<file path="src/rtl/fir_decim_requant_if.sv">
// Sample stream into the requantiser and valid/ready output stream out of its FIFO.
interface fir_decim_requant_if #(
   parameter int unsigned IW = 26,
   parameter int unsigned OW = 16
);
   logic          valid_in;
   logic [IW-1:0] din;
   logic          ready_out;
   logic [OW-1:0] dout;
   logic          valid_out;

   // master: the side that feeds filter samples and consumes FIFO output
   modport master (output valid_in, din, ready_out, input dout, valid_out);
   modport slave  (input valid_in, din, ready_out, output dout, valid_out);
endinterface

</file>
<file path="src/rtl/fir_decim_requant.sv">
// FIR output stage: decimate by DECIM, round off FRAC_DROP LSBs, saturate to
// OUTPUT_WIDTH and buffer in a first-word-fall-through FIFO with sticky flags.
module fir_decim_requant #(
   parameter int unsigned INPUT_WIDTH  = 26,
   parameter int unsigned OUTPUT_WIDTH = 16,
   parameter int unsigned FRAC_DROP    = 10,
   parameter int unsigned DECIM        = 4,
   parameter int unsigned FIFO_DEPTH   = 4
) (
   input  logic                          clk,
   input  logic                          rst_n,
   fir_decim_requant_if.slave            bus,
   input  logic                          phase_clr,
   input  logic                          sat_clr,
   output logic [$clog2(FIFO_DEPTH):0]   fifo_level,
   output logic                          sat_flag,
   output logic                          overrun
);
   localparam int unsigned RW = INPUT_WIDTH - FRAC_DROP + 1;
   localparam int unsigned PW = (DECIM > 1) ? $clog2(DECIM) : 1;
   localparam int unsigned AW = $clog2(FIFO_DEPTH);
   localparam int unsigned LW = AW + 1;
   localparam logic [INPUT_WIDTH:0]  RND     = (INPUT_WIDTH+1)'((2**FRAC_DROP) / 2);
   localparam logic signed [RW-1:0]  SAT_MAX = RW'((2**(OUTPUT_WIDTH-1)) - 1);
   localparam logic signed [RW-1:0]  SAT_MIN = ~SAT_MAX;
   localparam logic [PW-1:0]         PH_LAST = PW'(DECIM - 1);
   localparam logic [LW-1:0]         FULL    = LW'(FIFO_DEPTH);

   logic [PW-1:0]            phase_q, phase_d, cur_phase;
   logic                     keep;
   logic                     s1_valid_q, s1_valid_d;
   logic signed [RW-1:0]     s1_r_q, s1_r_d;
   logic [INPUT_WIDTH:0]     rnd_sum;
   logic [OUTPUT_WIDTH-1:0]  wr_data;
   logic                     clip;
   logic [OUTPUT_WIDTH-1:0]  mem_q [FIFO_DEPTH];
   logic [OUTPUT_WIDTH-1:0]  mem_d [FIFO_DEPTH];
   logic [AW-1:0]            wr_ptr_q, wr_ptr_d, rd_ptr_q, rd_ptr_d;
   logic [LW-1:0]            level_q, level_d;
   logic [OUTPUT_WIDTH-1:0]  dout_q, dout_d;
   logic                     valid_q, valid_d;
   logic                     sat_q, sat_d, ovr_q, ovr_d;
   logic                     do_pop, do_wr, drop;

   // Decimation phase; phase_clr makes this cycle behave as phase 0
   always_comb begin
      cur_phase = phase_clr ? '0 : phase_q;
      keep      = bus.valid_in && (cur_phase == '0);
      phase_d   = cur_phase;
      if (bus.valid_in) begin
         phase_d = (cur_phase == PH_LAST) ? '0 : cur_phase + PW'(1);
      end
   end

   // Stage 1: round half toward +inf on a sign-extended copy, so no overflow
   always_comb begin
      rnd_sum    = {bus.din[INPUT_WIDTH-1], bus.din} + RND;
      s1_valid_d = keep;
      s1_r_d     = s1_r_q;
      if (keep) begin
         s1_r_d = RW'($signed(rnd_sum) >>> FRAC_DROP);
      end
   end

   // Stage 2: saturate the registered rounded value
   always_comb begin
      clip    = 1'b0;
      wr_data = OUTPUT_WIDTH'(s1_r_q);
      if (s1_r_q > SAT_MAX) begin
         clip    = 1'b1;
         wr_data = OUTPUT_WIDTH'(SAT_MAX);
      end else if (s1_r_q < SAT_MIN) begin
         clip    = 1'b1;
         wr_data = OUTPUT_WIDTH'(SAT_MIN);
      end
   end

   // FIFO update; dout/valid_out are registered from the post-update head
   always_comb begin
      do_pop   = (level_q != '0) && bus.ready_out;
      do_wr    = s1_valid_q && ((level_q != FULL) || do_pop);
      drop     = s1_valid_q && !do_wr;
      mem_d    = mem_q;
      wr_ptr_d = wr_ptr_q;
      rd_ptr_d = rd_ptr_q;
      level_d  = level_q;
      if (do_wr) begin
         mem_d[wr_ptr_q] = wr_data;
         wr_ptr_d        = wr_ptr_q + AW'(1);
      end
      if (do_pop) begin
         rd_ptr_d = rd_ptr_q + AW'(1);
      end
      if (do_wr && !do_pop) begin
         level_d = level_q + LW'(1);
      end else if (!do_wr && do_pop) begin
         level_d = level_q - LW'(1);
      end
      valid_d = (level_d != '0);
      dout_d  = valid_d ? mem_d[rd_ptr_d] : '0;
      sat_d   = (sat_q && !sat_clr) || (s1_valid_q && clip);
      ovr_d   = (ovr_q && !sat_clr) || drop;
   end

   always_ff @(posedge clk or negedge rst_n) begin
      if (!rst_n) begin
         phase_q    <= '0;
         s1_valid_q <= 1'b0;
         s1_r_q     <= '0;
         mem_q      <= '{default: '0};
         wr_ptr_q   <= '0;
         rd_ptr_q   <= '0;
         level_q    <= '0;
         dout_q     <= '0;
         valid_q    <= 1'b0;
         sat_q      <= 1'b0;
         ovr_q      <= 1'b0;
      end else begin
         phase_q    <= phase_d;
         s1_valid_q <= s1_valid_d;
         s1_r_q     <= s1_r_d;
         mem_q      <= mem_d;
         wr_ptr_q   <= wr_ptr_d;
         rd_ptr_q   <= rd_ptr_d;
         level_q    <= level_d;
         dout_q     <= dout_d;
         valid_q    <= valid_d;
         sat_q      <= sat_d;
         ovr_q      <= ovr_d;
      end
   end

   assign bus.dout      = dout_q;
   assign bus.valid_out = valid_q;
   assign fifo_level    = level_q;
   assign sat_flag      = sat_q;
   assign overrun       = ovr_q;
endmodule
</file>
<file path="src/flat_wrapper.sv">
// flat-port wrapper written by rule: the top's interface ports become plain ports
module fir_decim_requant_flat 
#(
   parameter int unsigned INPUT_WIDTH  = 26,
   parameter int unsigned OUTPUT_WIDTH = 16,
   parameter int unsigned FRAC_DROP    = 10,
   parameter int unsigned DECIM        = 4,
   parameter int unsigned FIFO_DEPTH   = 4
)
  (clk, rst_n, phase_clr, sat_clr, fifo_level, sat_flag, overrun, bus_valid_in, bus_din, bus_ready_out, bus_dout, bus_valid_out);
  fir_decim_requant_if bus_i ();
  input  logic clk;
  input  logic rst_n;
  input  logic phase_clr;
  input  logic sat_clr;
  output logic [$clog2(FIFO_DEPTH):0] fifo_level;
  output logic sat_flag;
  output logic overrun;
  input wire logic [$bits(bus_i.valid_in)-1:0] bus_valid_in;
  input wire logic [$bits(bus_i.din)-1:0] bus_din;
  input wire logic [$bits(bus_i.ready_out)-1:0] bus_ready_out;
  output wire logic [$bits(bus_i.dout)-1:0] bus_dout;
  output wire logic [$bits(bus_i.valid_out)-1:0] bus_valid_out;
  assign bus_i.valid_in = bus_valid_in;
  assign bus_i.din = bus_din;
  assign bus_i.ready_out = bus_ready_out;
  assign bus_dout = bus_i.dout;
  assign bus_valid_out = bus_i.valid_out;
  fir_decim_requant #(.INPUT_WIDTH(INPUT_WIDTH), .OUTPUT_WIDTH(OUTPUT_WIDTH), .FRAC_DROP(FRAC_DROP), .DECIM(DECIM), .FIFO_DEPTH(FIFO_DEPTH)) u_core (.clk(clk), .rst_n(rst_n), .bus(bus_i), .phase_clr(phase_clr), .sat_clr(sat_clr), .fifo_level(fifo_level), .sat_flag(sat_flag), .overrun(overrun));
endmodule
</file>
<file path="config.mk">
export PLATFORM = sky130hd
export DESIGN_NAME = fir_decim_requant_flat
export DESIGN_NICKNAME = d
export VERILOG_FILES = /design/src/rtl/fir_decim_requant_if.sv /design/src/rtl/fir_decim_requant.sv /design/src/flat_wrapper.sv
export SDC_FILE = /design/constraint.sdc
export NUM_CORES = 1
export LEC_CHECK = 0
export CAP_MARGIN = 30
export CORE_AREA = 5 5 115 117
export DETAILED_ROUTE_END_ITERATION = 8
export DIE_AREA = 0 0 120 122
export PLACE_DENSITY = 0.7
export SLEW_MARGIN = 30
export SYNTH_ARGS = -nofsm -noshare
export SYNTH_HDL_FRONTEND = slang
export SYNTH_SLANG_ARGS = --single-unit
</file>
<file path="constraint.sdc">
create_clock -name clk -period 2.1 [get_ports clk]
set_clock_uncertainty 0.1 [all_clocks]
set_input_delay 0.525 -clock clk [delete_from_list [all_inputs] [get_ports clk]]
set_output_delay 0.525 -clock clk [all_outputs]
set_load 0.02 [all_outputs]
</file>
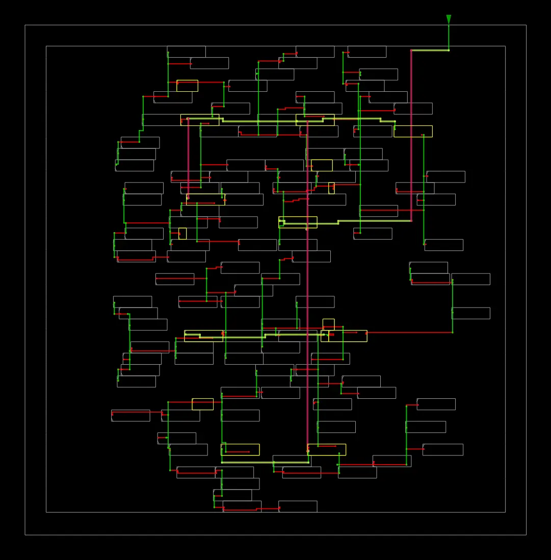
**Above:** clock routing.
Clock group: 1.66 mW
Worst-Skew Late Latency: 0.35 ns
TritonCTS buffer count: 9
flop count: 110
# clk buffers: 13

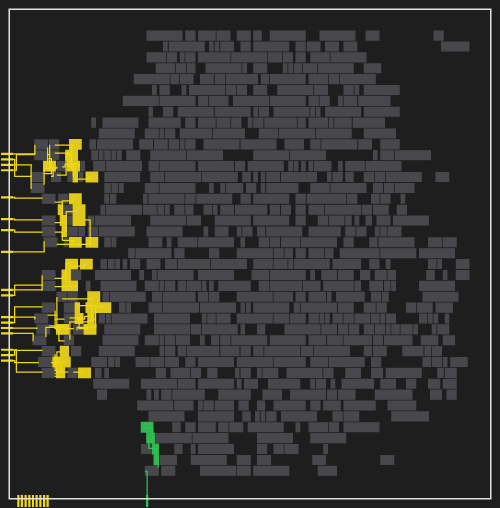
**Above:** I/O nets highlighted.
Drawn at 4 px/µm.
[yellow] bus_din | direction: input | edge: 17 left, 9 bottom | end cells: 32 | buffers: 26 | wire: 412 µm
[green] bus_valid_in | direction: input | edge: bottom | end cells: 4 | buffers: 1 | wire: 22.3 µm
Top Ports: 54
Buffers on Ports: 44

==> impl_metrics.env <==
# flow metrics
export IMPL_status="finished with violations"
export IMPL_violations="negative setup slack"
export IMPL_cpPeakStageDelay_ns=0.39
export IMPL_path_clk_slew_ns=0.07
export IMPL_slew_headroom_pct=60.66
export IMPL_crit_fanout=8
export IMPL_power_share_clock_pct=14.2
export IMPL_post_dp_cell_area_um2=6526
export IMPL_top_logic_kind="multiplexers"
export IMPL_rows=41
export IMPL_die_area_um2=14640
export IMPL_ys_top_cells_by_count="dfrtp_1 (110), inv_1 (74), mux2i_1 (63)"
export IMPL_seq_power_mw=3.64
export IMPL_intPower_mw=7.418
export IMPL_synthSimpleGateAreaFrac_pct=7.139
export IMPL_power_density_nw_per_um2=1539
export IMPL_hold_ws_ns=0.1380
export IMPL_setup_ws_ns=-0.05491
export IMPL_syn_avg_cell_area_um2=10.93
export IMPL_ys_cells=478
export IMPL_warning_count=45
export IMPL_cp_cell_sequence="inv_2, ha_4, nand3b_1, and3_4, buf_6, mux2i_2, o22ai_1, o21a_1"
export IMPL_die_w_um=120
export IMPL_met2_length_mm=6.875
export IMPL_area_sequential_um2=2755
export IMPL_post_route_period_util_pct=102.6
export IMPL_holdBufCountCts=0
export IMPL_drive_above_1_share_pct=33.86
export IMPL_dieHeight_um=122
export IMPL_reg2reg_to="u_core.bus.dout[8]$_DFF_PN0_"
export IMPL_vias_per_cell=5.119
export IMPL_nFillCells=935
export IMPL_cts_tree="done"
export IMPL_largest_reg_flops=64
export IMPL_startpoint="u_core.fifo_level[1]$_DFF_PN0_"
export IMPL_nonClkBufAreaFrac_pct=19.79
export IMPL_ys_sh_adder_pct=5.031
export IMPL_core_region_area_um2=12260
export IMPL_clk_share_pct=3.799
export IMPL_cts_buffer_depth=2
export IMPL_crit_cells=8
export IMPL_fmax_mhz=464.1
export IMPL_tap_cells=150
export IMPL_clock_sinks=110
export IMPL_r2r_start="u_core.fifo_level[1]$_DFF_PN0_"
export IMPL_synth_area_leader_cell="dfrtp_1"
export IMPL_final_cell_mix="dfrtp_1 (108), buf_4 (104), inv_1 (70)"
export IMPL_syn_instance_count=478
export IMPL_ctsHtreeMaxLevel=3
export IMPL_seq_share_pct=36.37
export IMPL_top_power_group="combinational logic"
export IMPL_startpoint_type="flip-flop"
export IMPL_netlist_area_um2=5223
export IMPL_reg2reg_slack_ns=-0.05
export IMPL_grt_pass1_wl_mm=18.97
export IMPL_setup_violations=6
export IMPL_p_total_mw=11.66
export IMPL_dr_first_iter_drc_count=225
export IMPL_power_switching_mw=4.243
export IMPL_p_comb_mw=6.36
export IMPL_synth_cell_type_count=46
export IMPL_arrival_ns=2.29
export IMPL_synth_mux_area_fraction_pct=12.72
export IMPL_endpoint="u_core.bus.dout[8]$_DFF_PN0_"
export IMPL_inv_count=74
export IMPL_critPathTopFamily="simple AND/OR/NAND/NOR gates"
export IMPL_postLayoutCoreUtil_pct=61.78
export IMPL_top_area_share_pct=52.71
export IMPL_path_buffers=2
export IMPL_hold_path_class="in2async"
export IMPL_ys_seq_share_pct=52.71
export IMPL_worstSetupPathType="reg2reg"
export IMPL_layout_area_comb_um2=2567
export IMPL_grt_overflow_total=0
export IMPL_antenna_cells=0
export IMPL_ant_nets=0
export IMPL_pwr_share_comb_pct=54.6
export IMPL_cts_resized=12
export IMPL_fin_tns_setup_ns=-0.1513
export IMPL_synth_area_top_cells="dfrtp_1 (53%), mux2i_1 (12%), inv_1 (5.3%)"
export IMPL_signal_buffers=164
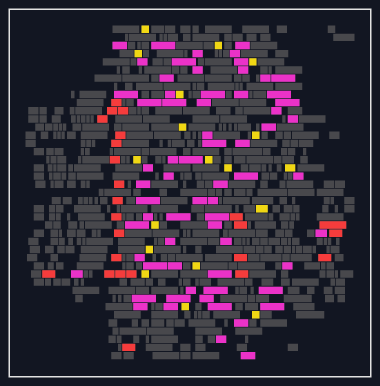
**Above:** gate-type map.
Drawn at 3 px/µm.
[red] fa/ha/maj cells | cells: 24
[magenta] mux cells | cells: 66
[yellow] non-inverting ao/oa cells | cells: 18
post-route insts no fill: 782
Commonest Layout Cell: dfrtp_1
combinational share of cell area: 33.89%

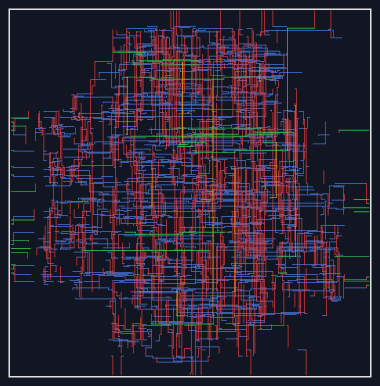
**Above:** routed metal, one colour a layer.
Drawn at 3 px/µm.
[orange] M4 | wire length: 301 µm
[red] M2 | wire length: 6,880 µm
[green] M3 | wire length: 515 µm
[blue] M1 | wire length: 5,500 µm
overall routing resource usage: 16.40%
WL/cell: 16.86 µm
Post-Route WL: 13.19 mm
routed via count: 4,003

Power is estimated from default activity; no workload was simulated.
